==> src/rtl/cond_logic_mc_if.sv <==
// Signal bundle between the multicycle FSM/decoder and the conditional-execution stage.
// Stats signals exist only when CONDLOGIC_STATS_EN is defined.
interface cond_logic_mc_if
`ifdef CONDLOGIC_STATS_EN
    #(parameter int CNT_W = 32)
`endif
    ();
    logic [3:0] Cond;
    logic [3:0] ALUFlags;
    logic [1:0] FlagW;
    logic       PCS;
    logic       NextPC;
    logic       RegW;
    logic       MemW;
    logic       PCWrite;
    logic       RegWrite;
    logic       MemWrite;
    logic [3:0] Flags;
`ifdef CONDLOGIC_STATS_EN
    logic             Decode;
    logic             StatClr;
    logic [CNT_W-1:0] ExecCnt;
    logic [CNT_W-1:0] SquashCnt;

    modport master (
        output Cond, ALUFlags, FlagW, PCS, NextPC, RegW, MemW, Decode, StatClr,
        input  PCWrite, RegWrite, MemWrite, Flags, ExecCnt, SquashCnt
    );
    modport slave (
        input  Cond, ALUFlags, FlagW, PCS, NextPC, RegW, MemW, Decode, StatClr,
        output PCWrite, RegWrite, MemWrite, Flags, ExecCnt, SquashCnt
    );
`else
    modport master (
        output Cond, ALUFlags, FlagW, PCS, NextPC, RegW, MemW,
        input  PCWrite, RegWrite, MemWrite, Flags
    );
    modport slave (
        input  Cond, ALUFlags, FlagW, PCS, NextPC, RegW, MemW,
        output PCWrite, RegWrite, MemWrite, Flags
    );
`endif
endinterface

==> src/rtl/cond_logic_mc.sv <==
// Conditional-execution stage: NZCV register, condition evaluation and write-enable gating.
// Optional execute/squash statistics counters are enabled by defining CONDLOGIC_STATS_EN.
module cond_logic_mc #(
    parameter logic [3:0] FLAG_RESET = 4'b0000
`ifdef CONDLOGIC_STATS_EN
    , parameter int CNT_W = 32
`endif
) (
    input  logic           clk,
    input  logic           reset,
    cond_logic_mc_if.slave bus
);
    logic [3:0] r_flags;
    logic       r_cond_ex_d;
    logic       w_cond_ex;
    logic [1:0] w_flag_write;
    logic       w_cond_gate;
    logic       w_n, w_z, w_c, w_v;

    assign {w_n, w_z, w_c, w_v} = r_flags;

    // Condition is evaluated against the stored flags, never the live ALU flags.
    always_comb begin
        w_cond_ex = 1'b0;
        case (bus.Cond)
            4'b0000: w_cond_ex = w_z;
            4'b0001: w_cond_ex = ~w_z;
            4'b0010: w_cond_ex = w_c;
            4'b0011: w_cond_ex = ~w_c;
            4'b0100: w_cond_ex = w_n;
            4'b0101: w_cond_ex = ~w_n;
            4'b0110: w_cond_ex = w_v;
            4'b0111: w_cond_ex = ~w_v;
            4'b1000: w_cond_ex = w_c & ~w_z;
            4'b1001: w_cond_ex = ~w_c | w_z;
            4'b1010: w_cond_ex = (w_n == w_v);
            4'b1011: w_cond_ex = (w_n != w_v);
            4'b1100: w_cond_ex = ~w_z & (w_n == w_v);
            4'b1101: w_cond_ex = w_z | (w_n != w_v);
            4'b1110: w_cond_ex = 1'b1;
            default: w_cond_ex = 1'b0;
        endcase
    end

    assign w_flag_write = bus.FlagW & {2{w_cond_ex}};

    always_ff @(posedge clk) begin
        if (reset) begin
            r_flags     <= FLAG_RESET;
            r_cond_ex_d <= 1'b0;
        end else begin
            if (w_flag_write[1]) r_flags[3:2] <= bus.ALUFlags[3:2];
            if (w_flag_write[0]) r_flags[1:0] <= bus.ALUFlags[1:0];
            r_cond_ex_d <= w_cond_ex;
        end
    end

    // Reset kills conditional writes in the very cycle it is sampled; fetch PC update is unaffected.
    assign w_cond_gate  = r_cond_ex_d & ~reset;
    assign bus.RegWrite = bus.RegW & w_cond_gate;
    assign bus.MemWrite = bus.MemW & w_cond_gate;
    assign bus.PCWrite  = bus.NextPC | (bus.PCS & w_cond_gate);
    assign bus.Flags    = r_flags;

`ifdef CONDLOGIC_STATS_EN
    localparam logic [CNT_W-1:0] ONE = {{(CNT_W-1){1'b0}}, 1'b1};

    logic [CNT_W-1:0] r_exec_cnt;
    logic [CNT_W-1:0] r_squash_cnt;

    // Counters saturate at all-ones; clear wins over a same-cycle increment.
    always_ff @(posedge clk) begin
        if (reset || bus.StatClr) begin
            r_exec_cnt   <= '0;
            r_squash_cnt <= '0;
        end else if (bus.Decode) begin
            if (w_cond_ex) begin
                if (r_exec_cnt != '1) r_exec_cnt <= r_exec_cnt + ONE;
            end else begin
                if (r_squash_cnt != '1) r_squash_cnt <= r_squash_cnt + ONE;
            end
        end
    end

    assign bus.ExecCnt   = r_exec_cnt;
    assign bus.SquashCnt = r_squash_cnt;
`endif
endmodule

==> src/flat_wrapper.sv <==
// flat-port wrapper written by rule: the top's interface ports become plain ports
module cond_logic_mc_flat 
#(
    parameter logic [3:0] FLAG_RESET = 4'b0000

)
  (clk, reset, bus_Cond, bus_ALUFlags, bus_FlagW, bus_PCS, bus_NextPC, bus_RegW, bus_MemW, bus_PCWrite, bus_RegWrite, bus_MemWrite, bus_Flags);
  cond_logic_mc_if bus_i ();
  input  logic clk;
  input  logic reset;
  input wire logic [$bits(bus_i.Cond)-1:0] bus_Cond;
  input wire logic [$bits(bus_i.ALUFlags)-1:0] bus_ALUFlags;
  input wire logic [$bits(bus_i.FlagW)-1:0] bus_FlagW;
  input wire logic [$bits(bus_i.PCS)-1:0] bus_PCS;
  input wire logic [$bits(bus_i.NextPC)-1:0] bus_NextPC;
  input wire logic [$bits(bus_i.RegW)-1:0] bus_RegW;
  input wire logic [$bits(bus_i.MemW)-1:0] bus_MemW;
  output wire logic [$bits(bus_i.PCWrite)-1:0] bus_PCWrite;
  output wire logic [$bits(bus_i.RegWrite)-1:0] bus_RegWrite;
  output wire logic [$bits(bus_i.MemWrite)-1:0] bus_MemWrite;
  output wire logic [$bits(bus_i.Flags)-1:0] bus_Flags;
  assign bus_i.Cond = bus_Cond;
  assign bus_i.ALUFlags = bus_ALUFlags;
  assign bus_i.FlagW = bus_FlagW;
  assign bus_i.PCS = bus_PCS;
  assign bus_i.NextPC = bus_NextPC;
  assign bus_i.RegW = bus_RegW;
  assign bus_i.MemW = bus_MemW;
  assign bus_PCWrite = bus_i.PCWrite;
  assign bus_RegWrite = bus_i.RegWrite;
  assign bus_MemWrite = bus_i.MemWrite;
  assign bus_Flags = bus_i.Flags;
  cond_logic_mc #(.FLAG_RESET(FLAG_RESET)) u_core (.clk(clk), .reset(reset), .bus(bus_i));
endmodule
==> config.mk <==
export PLATFORM = sky130hd
export DESIGN_NAME = cond_logic_mc_flat
export DESIGN_NICKNAME = d
export VERILOG_FILES = /design/src/rtl/cond_logic_mc_if.sv /design/src/rtl/cond_logic_mc.sv /design/src/flat_wrapper.sv
export SDC_FILE = /design/constraint.sdc
export NUM_CORES = 1
export LEC_CHECK = 0
export CORE_UTILIZATION = 35
export CTS_BUF_LIST = sky130_fd_sc_hd__clkbuf_8
export DETAILED_ROUTE_END_ITERATION = 7
export GPL_TIMING_DRIVEN = 0
export PLACE_DENSITY = 0.68
export SLEW_MARGIN = 20
export SYNTH_ARGS = -nofsm -noshare
export SYNTH_HDL_FRONTEND = slang
export SYNTH_SLANG_ARGS = --single-unit
==> constraint.sdc <==
create_clock -name clk -period 2.2 [get_ports clk]
set_input_delay 0.22 -clock clk [delete_from_list [all_inputs] [get_ports clk]]
set_output_delay 0.22 -clock clk [all_outputs]
set_load 0.02 [all_outputs]
Figure 1. The metal 1 layer.
The bar under the picture is 10 microns long.
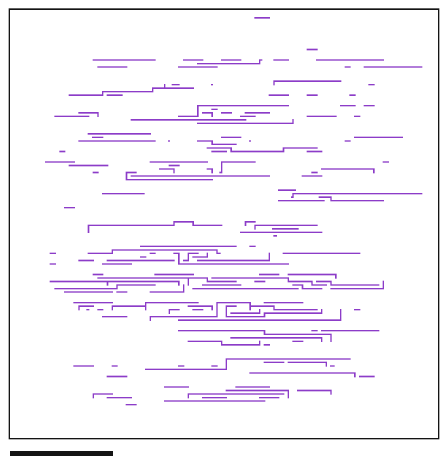
main direction: horizontal
wire length on this layer: 638 microns
nets with wire on the layer: 87
Detailed Route WL: 1.25 mm
Vias: 521

Figure 2. Signal wires on met2.
The bar under the picture is 10 microns long.
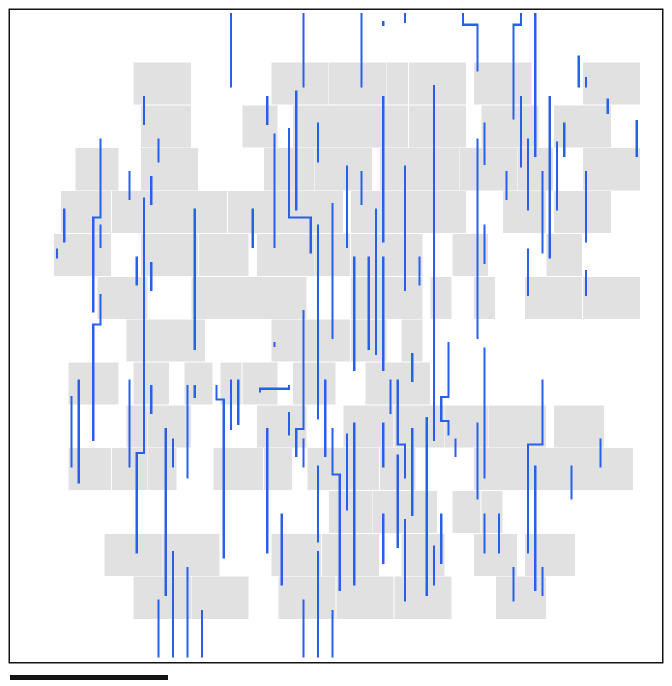
longest straight run: 22.4 microns
share of all routed wire: 43%
main direction: vertical
routing usage on met2: 26.2%

==> Changelog: implementation <==
### Physical design

* Status: complete, no violations
* Final setup violation count at 0
* Worst IR drop on VDD at 0.000425 V
* Total CTS buffers at 3
* Number of enable flip-flop cells at 0
* Max Clk Rate at 0.513 GHz
* Gp weighted congestion at between 0.7 and 0.8
* Cell taking the most area after synthesis: dfxtp_1
* Setup TNS at 0 ns
* Mapped Nets at 76
* Share of cells above drive strength 1 at between 20% and 30%
* DRC Markers at 0
* Total Routing Usage GR at between 15 and 20%
* DR WL/cell at 12.4 microns
* CTS root buffer: clkbuf_8
* Hold Crit Class: in -> reg
* Final Max Slew Viols at 0
* Worst path cell trace: clkdlybuf4s50_1 > nor2b_1 > and2_1 > clkdlybuf4s50_1
* Area growth syn-to-layout at 52.3%
* DIE HEIGHT at ~41 microns
* Chip Area, Yosys at roughly 540 sq um
* MaxCap Viol Count at 0
* Fill cells at roughly 130
* Yosys cell count at roughly 60
* Post-synth ARST share at 0%
* Slew of the pin with the lowest slew margin at 0.461 ns
* Tool warnings at 26
* Maximum number of pins on one net before global-route repair at 11
* Crit Path Max Fanout at 10
* Iteration-0 DRC Markers at 9
* I/O pins at 23
* Final Power at between 300 and 400 uW
* Worst R2R Path Depth at 5
* Vias in the first global route at ~440
* Max-slew headroom at 68.9%
* Post-DP Area at between 700 and 800 sq um
* Cell family with most CP delay: buffers and inverters
* CTS tree: built
* RSZ-0062 raised after global routing: false
* Clk ins delay skew pair at 0.22 ns
* Worst Path Required at between 1.5 and 2 ns
* Max stage delay on crit path at between 0.5 and 0.6 ns
* First-pass GRT wire length at between 1.5 and 2 mm
* NumNets Final at roughly 100
* Setup crit start kind: primary input
* Worst path bufs/invs at 2
* Core area at about 0.0014 sq mm
* Period utilization at 88.7%
## layer usage
layer,up-vias,wire (microns),global-route usage [%]
li1,271,-,-
met1,237,638,23.0
met2,11,543,26.2
met3,2,52,4.79
met4,0,20,9.68
met5,-,0,0
## registers in the layout, summed over array words and instances (netlist names)
signal and count:
u_core.bus.Flags 4, u_core.r_cond_ex_d 1
## kinds of logic (layout without fill, tap and decap cells)
family / Yosys count / after routing / share of synthesized area, %
AND/OR/NAND/NOR: 28 / 28 / 39.2
AND-OR/OR-AND: 14 / 14 / 24.2
buffers and inverters: 6 / 32 / 5.76
multiplexers: 5 / 5 / 9.22
flip-flops: 5 / 5 / 18.4
XOR/XNOR: 2 / 2 / 3.23
## worst min-delay path: cells and delay by family
family                 cells  cell delay (ns)
and+or+nand+nor            1             0.07
muxes                      1             0.06
buffers and inverters      1             0.41
## final timing paths
check                                    startpoint                  end  slack, ns
worst min register to register  u_core.bus.Flags[1]  u_core.bus.Flags[1]       0.62
worst max register to register  u_core.bus.Flags[3]  u_core.bus.Flags[0]       0.44
worst max-delay path                          reset         bus_MemWrite       0.25
worst min-delay path                bus_ALUFlags[1]  u_core.bus.Flags[1]       0.59
## area by class of cell
class                   count  area (sq um)  area share [%]
inverters                   3          11.3            1.36
flip-flops and latches      5           100            12.1
repair buffers             22           220            26.6
well taps                  15          18.8            2.27
clock inverters             1          3.75           0.454
clock buffers               3          41.3            4.99
multi-input cells          49           412            49.8
plain buffers               3          20.0            2.42
## report_power, final
| part | internal (mW) | switching, mW |
|---|---|---|
| registers | 0.0984 | 0.0104 |
| clock network | 0.120 | 0.0446 |
| logic | 0.0749 | 0.0512 |
## placed cells by master (no fill, tap or decap), types with 2 or more instances in the layout
cell	netlist	layout
a21oi_1	2	2
or3b_1	2	2
inv_1	3	4
and2_1	2	2
nand3b_1	2	2
or2b_1	2	2
or2b_2	7	7
clkdlybuf4s50_1	0	22
buf_4	2	2
clkbuf_8	0	3
mux2i_1	5	5
nand2b_1	3	3
nand2_1	2	2
a31oi_2	2	2
dfxtp_1	5	5
nor2b_1	2	2
## stage by stage
stage	worst slack [ns]	utilization, %	cells	hold WS, ns
floorplan	0.479	-	60	0.289
detailed placement	0.0279	57.2	97	0.616
finish	0.250	60.5	101	0.591
global route	0.118	60.5	101	0.609
global placement	0.0519	57.2	97	0.608
CTS	0.226	60.5	101	0.591
Power and IR drop assume default switching activity.
